==> images/drive_strength.png <==
Scale bar: 20 µm.
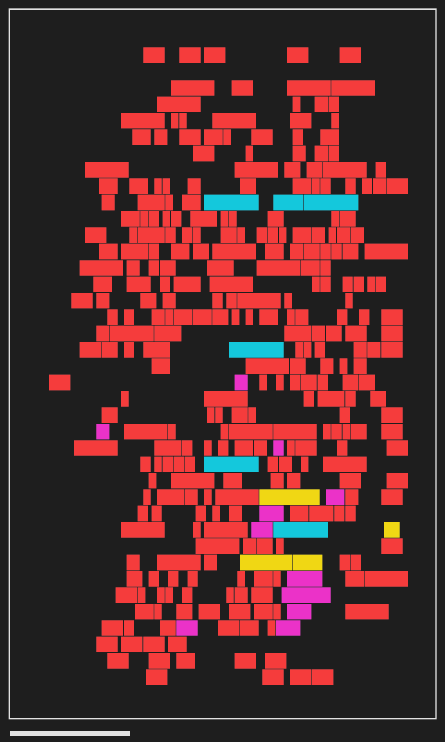
==> images/zoom.png <==
Scale bar: 10 µm. Region (15, 15) to (55, 55) µm. Cells in grey, sequential cells in the stronger grey; small squares are vias.
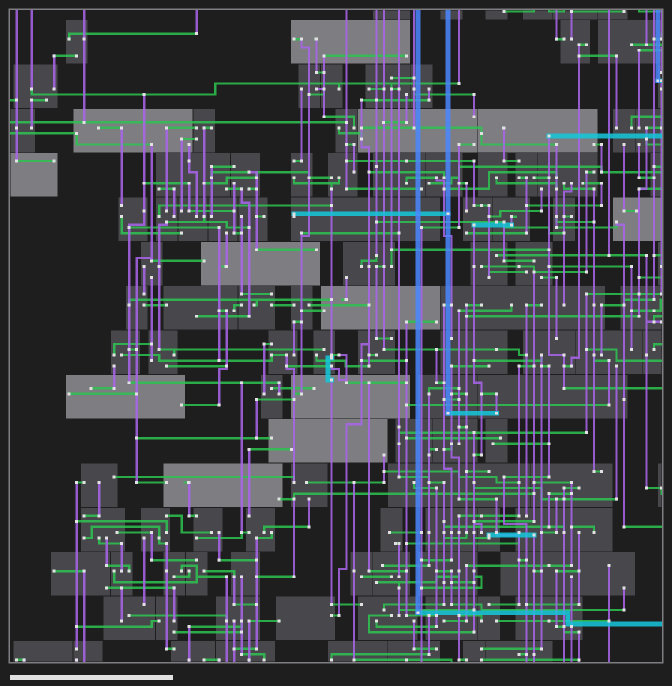
==> images/met2.png <==
Scale bar: 20 µm. Cells faint in the background.
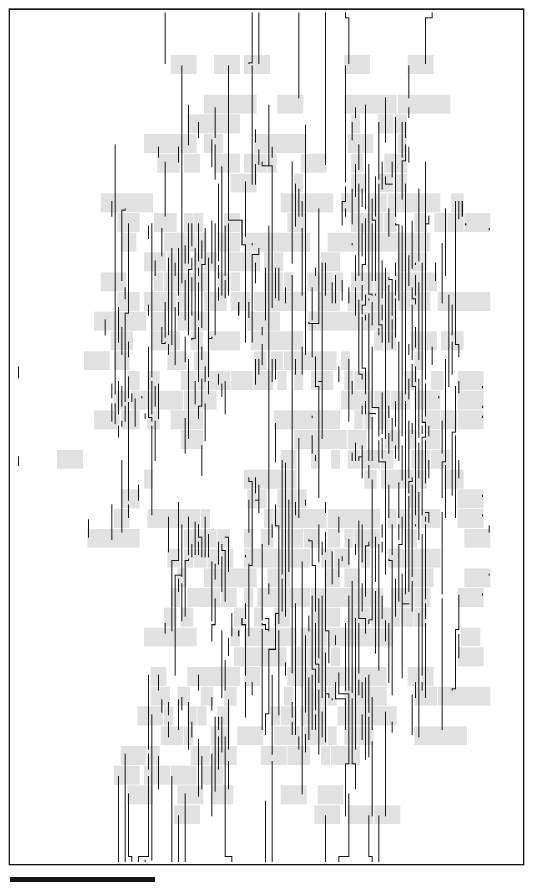
==> images/met1.png <==
Scale bar: 20 µm. Supply wires on this layer in grey. Cells faint in the background.
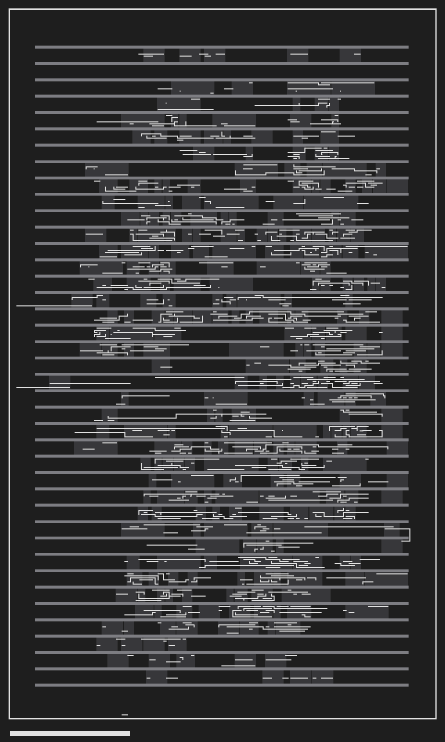
==> images/final_congestion.png <==
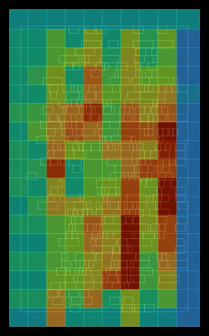
Design pacman_move_ctrl, sky130hd; sources not shown.
==> Changelog: implementation <==
### Physical design

* Top cell excl fill/tap: clkdlybuf4s50_1
* Type of the worst min-delay path: flip-flop to flip-flop
* Synth Seq Share at 0.2648
* Number of distinct library cells after synthesis at 59
* Antenna diodes at 0
* Ys Warns at 0
* Synth top area share at 0.2648
* CP delay by family, top: simple AND/OR/NAND/NOR gates
* Chip area at 8317 µm²
* Top class by area: logic gates
* Synth Instances at 285
* Clock-cell share at 0.05228
* Flop share of the area at 0.2127
* Worst Path Buf+Inv at 1
* Run status: complete, no violations
* I/O Buffers at 37
* Final core utilization at 0.4287
* CP peak stage delay at 0.55 ns
* Net Sw Power at 0.09223 mW
* Arrival time at the worst endpoint at 5.36 ns
* Post-cts sizing count at 0
* Slew HR at 0.3313
* WS Path Type: input pin to flip-flop
* # fillers at 678
* Insertion delay at the late pin of the worst-skew pair at 0.28 ns
* Slew Limit Fails at 0
* Yosys simple share at 0.3034
* Stages on the worst setup path at 13
* Largest net degree at the start of global routing at 32
* Rows at 39
* Maximum vdd drop at 0.00007976 V
* Logic share of the area at 0.5529
Back to the opening pictures, drive_strength.png:
drive 3 to 4 -> yellow  # cells 4, share 1.3%
drive 6 and up -> cyan  # cells 6, share 1.9%, most used clkbuf_16
drive 2 -> magenta  # cells 11, share 3.5%, most used mux2_2
drive 1 or less -> red  # cells 293, share 93%, most used clkdlybuf4s50_1
area grow syn2layout: 24.49%
bufs w/o clock: 38
worst setup margin: 2.899 ns

Back to the opening pictures, zoom.png:
met3 -> cyan
met4 -> blue
met2 -> purple
met1 -> green
most frequent = nand2_1 (13), nor2_1 (10), dfxtp_1 (10)
cells with their middle in the window = 95
sequential cells in the window = 10

Back to the opening pictures, met2.png:
share of all routed wire = 54%
main direction = vertical
met2 Track Usage GR: 0.2694
via count: 2238
DRT Wirelength: 5864 µm

Back to the opening pictures, met1.png:
longest straight run = 21.2 µm
main direction = horizontal
GR Util met1: 0.1432

Back to the opening pictures, final_congestion.png:
met3 Resource Use GR: 0.02821
wire per inst: 14.81 µm

Power figures rest on the tool's default switching activity, not on a simulated workload.
